--- config.mk ---
export PLATFORM = sky130hd
export DESIGN_NAME = inst_loader
export DESIGN_NICKNAME = d
export VERILOG_FILES = /design/src/rtl/inst_loader.sv
export SDC_FILE = /design/constraint.sdc
export NUM_CORES = 1
export LEC_CHECK = 0
export CORE_ASPECT_RATIO = 0.5
export CORE_MARGIN = 2
export CORE_UTILIZATION = 49
export CTS_CLUSTER_DIAMETER = 150
export DETAILED_ROUTE_END_ITERATION = 10
export GPL_TIMING_DRIVEN = 0
export HOLD_SLACK_MARGIN = 0.12
export PLACE_DENSITY = 0.81
export SLEW_MARGIN = 30
export SYNTH_ARGS = -nofsm -noshare
export SYNTH_HDL_FRONTEND = slang
export SYNTH_SLANG_ARGS = --single-unit
--- constraint.sdc ---
create_clock -name clk -period 2.3 [get_ports clk]
set_input_delay 0.345 -clock clk [delete_from_list [all_inputs] [get_ports clk]]
set_output_delay 0.345 -clock clk [all_outputs]
set_load 0.03 [all_outputs]
--- src/rtl/inst_loader.sv ---
// rtl/inst_loader.sv - streams bytes into instruction RAM as little-endian 32-bit words.
// The CPU holds fetch while busy is high; done pulses once per completed load.
module inst_loader #(
    parameter int IWIDTH = 14
) (
    input  logic              clk,
    input  logic              rst_n,
    input  logic              start,
    input  logic [IWIDTH-1:0] start_adr,
    input  logic [IWIDTH:0]   word_cnt,
    input  logic              abort,
    input  logic              byte_valid,
    input  logic [7:0]        byte_data,
    output logic              byte_ready,
    output logic [IWIDTH-1:0] ram_wadr,
    output logic [31:0]       ram_wdata,
    output logic              ram_wen,
    output logic              busy,
    output logic              done
);

    typedef enum logic [1:0] {
        S_IDLE  = 2'd0,
        S_RECV  = 2'd1,
        S_WRITE = 2'd2,
        S_DONE  = 2'd3
    } state_t;

    state_t            r_state;
    state_t            w_next;
    logic [1:0]        r_bidx;
    logic [IWIDTH:0]   r_remain;
    logic [IWIDTH-1:0] r_wadr;
    logic [31:0]       r_wdata;
    logic              w_accept;
    logic              w_last_word;
    logic              w_cnt_zero;

    assign w_accept    = (r_state == S_RECV) && byte_valid;
    assign w_last_word = (r_remain == (IWIDTH+1)'(1));
    assign w_cnt_zero  = (word_cnt == '0);

    always_ff @(posedge clk or negedge rst_n) begin
        if (!rst_n) begin
            r_state <= S_IDLE;
        end else begin
            r_state <= w_next;
        end
    end

    always_comb begin
        w_next = r_state;
        case (r_state)
            S_IDLE: begin
                if (start) begin
                    w_next = w_cnt_zero ? S_DONE : S_RECV;
                end
            end
            S_RECV: begin
                if (w_accept && (r_bidx == 2'd3)) begin
                    w_next = S_WRITE;
                end
            end
            S_WRITE: w_next = w_last_word ? S_DONE : S_RECV;
            S_DONE:  w_next = S_IDLE;
            default: w_next = S_IDLE;
        endcase
        // abort outranks everything, but IDLE (including start+abort) ignores it
        if (abort && (r_state != S_IDLE)) begin
            w_next = S_IDLE;
        end
    end

    always_ff @(posedge clk or negedge rst_n) begin
        if (!rst_n) begin
            r_bidx   <= 2'd0;
            r_remain <= '0;
            r_wadr   <= '0;
            r_wdata  <= 32'd0;
        end else begin
            case (r_state)
                S_IDLE: begin
                    if (start && !w_cnt_zero) begin
                        r_wadr   <= start_adr;
                        r_remain <= word_cnt;
                        r_bidx   <= 2'd0;
                    end
                end
                S_RECV: begin
                    if (w_accept) begin
                        r_wdata[{r_bidx, 3'b000} +: 8] <= byte_data;
                        r_bidx                         <= r_bidx + 2'd1;
                    end
                end
                S_WRITE: begin
                    if (!abort && !w_last_word) begin
                        r_remain <= r_remain - 1'b1;
                        r_wadr   <= r_wadr + 1'b1;
                        r_bidx   <= 2'd0;
                    end
                end
                default: ;
            endcase
        end
    end

    // outputs decode straight from state so the async reset clears them at once
    assign byte_ready = (r_state == S_RECV);
    assign ram_wen    = (r_state == S_WRITE) && !abort;
    assign busy       = (r_state != S_IDLE);
    assign done       = (r_state == S_DONE);
    assign ram_wadr   = r_wadr;
    assign ram_wdata  = r_wdata;

endmodule

==> notes.org <==
* Flow results

** GRT
- Per the GRT congestion report, total overflow comes to 0.
- Entering global routing, the biggest net connects 36 pins.
- The number of global-route vias before repair was 3157.
- In the global route stage, met1 resource usage came out at 37.37%.
- met2 is the most crowded layer.
- The number of antenna violations at the first check in global routing is 0.
- Routing resource usage on met3 recorded by global route was 7.880%.
- Summed over all routing layers, the global router reports a total usage of 26.16%.

** Worst setup path
- The timing report attributes the biggest portion of critical-path delay to AND-OR/OR-AND gates.
- Buf+Inv Stages, Crit Path :: 2
- Peak fanout along the critical path :: 6
- CP Capture Point :: r_remain[12]
- Origin of the critical flop-to-flop path :: r_remain[3]
- Arrival @ worst endpoint :: 2.38 ns
- Data on the critical path is required at its endpoint by 2.52 ns.
- Reg2Reg Capture Point :: r_remain[11]
- Kind of end point of the critical path :: flop
- Register-to-register setup slack :: 0.19 ns
- CP peak stage delay :: 0.44 ns

** Yosys
- The number of nets in the synthesized netlist is 451.
- Yosys Instances :: 401
- Instance tally after logic synthesis :: 401
- After Yosys synthesis, AND-OR and OR-AND compound gates account for 20.80% of the synthesized area.
- In the synthesized netlist, mux cells make up 0.8983% of the area.
- Top comb family, area :: simple AND/OR/NAND/NOR gates
- Flops after synth :: 65
- Counting flops with a built-in enable in the synthesized netlist gives 0.
- Summing the areas of all and, or, nand and nor instances in the mapped netlist gives 25.44% of the synthesized area.
- Yosys printed 0 warnings.
- Mapped Area :: 3482 um^2
- Post-synthesis, Yosys gives the total cell area as 3482 um^2.
- Share of synthesized registers carrying an async set or reset :: 100.0%

** Floorplan
- The core region is 6779 um^2.
- The floorplan step records an initial core utilization of 51.37%.
- Ports :: 92
- Die area :: 7838 um^2
- Row Count :: 21

** Clock tree
- The report lists the number of cells resized after CTS as 5.
- Num Clock Sinks :: 65
- Clock-pin slew of the registers on the worst-case setup and hold paths :: 0.06 ns

** Pwr
- In this run the VDD rail shows a maximum IR drop of 0.5124 mV.
- The clock network burns 23.9% of the power.
- Reported clock group power :: 1.40 mW
- Power drawn by the combinational cells :: 2.48 mW
- In this run the power spent charging and discharging nets is 2.390 mW.
- Summed over all cells, the static leakage comes to 1.940 nW.
- Switching fraction of total power :: 40.99%
- Cell Pwr Density :: 1193 nW/um^2

** Final timing
- Least-Margin Pin Slew :: 0.8329 ns
- RSZ-0062 raised after global routing :: no
- The critical path in the final layout is reported with a setup slack of 0.1387 ns.
- Total negative slack :: 0 ns
- The last timing report of the flow puts the setup violation total at 0.
- The worst-case max-slew headroom was logged as 43.96%.
- OpenROAD reports that the post-layout worst path occupies 93.97% of the period.
- Number of max-slew violations in the final report :: 0
- In the final report, the number of hold violations comes to 0.
- Highest clock frequency the design can meet :: 462.7 MHz

** Finish
- From synthesis to final layout, the design area changed by 40.39%.
- Excluding fillers, the count of instances in the completed layout stands at 604.
- In the final layout, the share of cells above drive strength 1 is 8.984%.
- For this run, the post-layout net count is 557.

** Route
- Routed length on met1 :: 4.425 mm
- Uppermost metal layer occupied by signal nets :: met4
- Routed length on met3 :: 832 um
- After the first detailed-routing iteration, the DRC count stood at 288.

** Min path
- Kind of path behind the tightest hold check :: reg -> reg
- For the worst min-delay path, the startpoint reported by OpenROAD is ram_wdata[0].
- Worst Hold Path EP :: ram_wdata[0]

** Status
- The run finished with clean final reports.
-- kinds of logic after synthesis --
logic type | after synthesis
AOI/OAI and AO/OA | 122
adders and majority gates | 8
buffers and inverters | 25
DFF | 65
muxes | 3
and+or+nand+nor | 178
-- area by class of cell --
class	count	area (um^2)
plain buffers	18	90.09
clock buffers	10	239.0
clock inverters	6	66.31
fillers	527	1891
inverters	7	26.28
multi-input cells	311	1773
flip-flops and latches	65	1627
well taps	92	115.1
repair buffers	95	952.2
-- cell usage in the layout, fill, tap and decap left out, types with 3 or more instances in the layout --
master / count
sky130_fd_sc_hd__o21ai_1: 4
sky130_fd_sc_hd__and2_1: 4
sky130_fd_sc_hd__clkinvlp_4: 3
sky130_fd_sc_hd__nand3_1: 6
sky130_fd_sc_hd__nand2_1: 99
sky130_fd_sc_hd__a21oi_1: 31
sky130_fd_sc_hd__nand4_1: 8
sky130_fd_sc_hd__o21ai_0: 54
sky130_fd_sc_hd__dlygate4sd2_1: 3
sky130_fd_sc_hd__clkbuf_16: 9
sky130_fd_sc_hd__clkdlybuf4s50_1: 86
sky130_fd_sc_hd__ha_1: 8
sky130_fd_sc_hd__nor4_1: 6
sky130_fd_sc_hd__nand3b_1: 3
sky130_fd_sc_hd__a31oi_1: 4
sky130_fd_sc_hd__nor2_1: 19
sky130_fd_sc_hd__buf_4: 3
sky130_fd_sc_hd__clkbuf_1: 10
sky130_fd_sc_hd__nor3b_2: 3
sky130_fd_sc_hd__buf_2: 4
sky130_fd_sc_hd__nor3_1: 7
sky130_fd_sc_hd__inv_1: 7
sky130_fd_sc_hd__nand2b_1: 5
sky130_fd_sc_hd__dfrtp_1: 65
sky130_fd_sc_hd__o22ai_1: 6
The clock network:
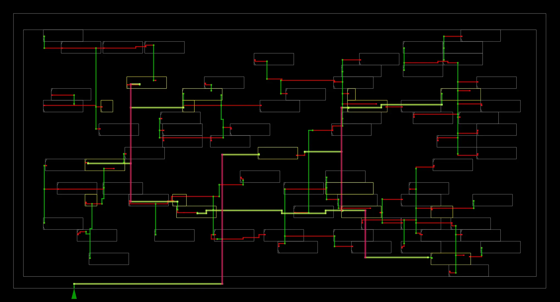
number of clock buffers inserted by TritonCTS: 9
Final Skew: 0.004227 ns
FF+latch count: 65
Skew-Pair Late Insertion Delay: 0.34 ns

Sequential cells grouped by signal name:
Bar = 20 um. Other sequential cells in the stronger gray, the rest of the logic in the fainter gray.
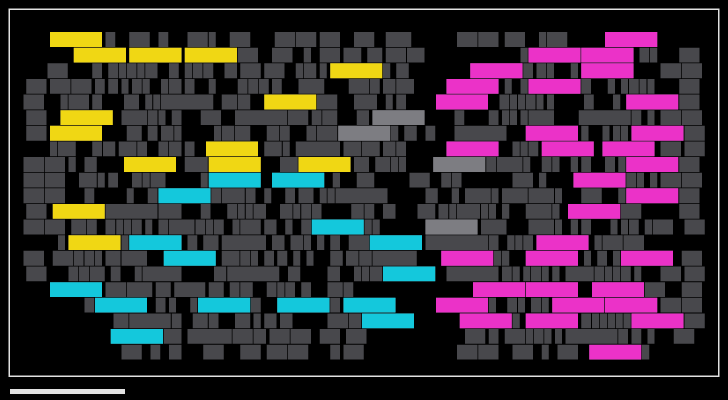
Magenta stands for ram_wdata, placed flops 32. Yellow stands for ram_wadr, placed flops 14. Cyan stands for r_remain, placed flops 15.
Another 4 sequential cells are not colored.
final design utilization: 72.11%
storage element area: 1627 um^2
sequential power: 1.96 mW

Wiring by layer:
Bar = 20 um. Only two layers are drawn.
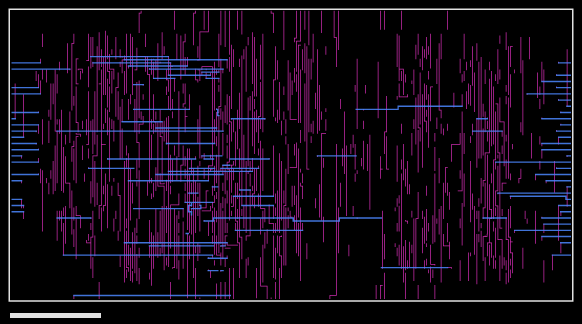
Blue stands for M3, wire length 833 um. Magenta stands for M2, wire length 4380 um.
total wire length: 9.797 mm
Via Count: 3486

Placement by cell class:
Fill, decap, tap and diode cells in gray.
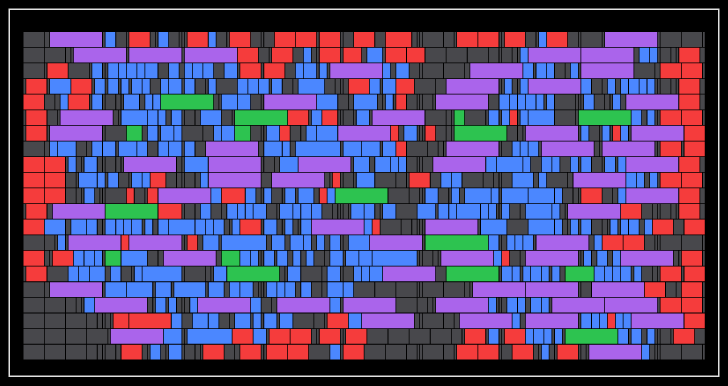
Green stands for clock drivers and dummy loads, cells 16, share of their area 6.4%. Purple stands for registers, cells 65, share of their area 34%. Red stands for remaining buffers and delay cells, cells 113, share of their area 22%. Blue stands for remaining logic cells, cells 318, share of their area 38%.

Power figures rest on the tool's default switching activity, not on a simulated workload.
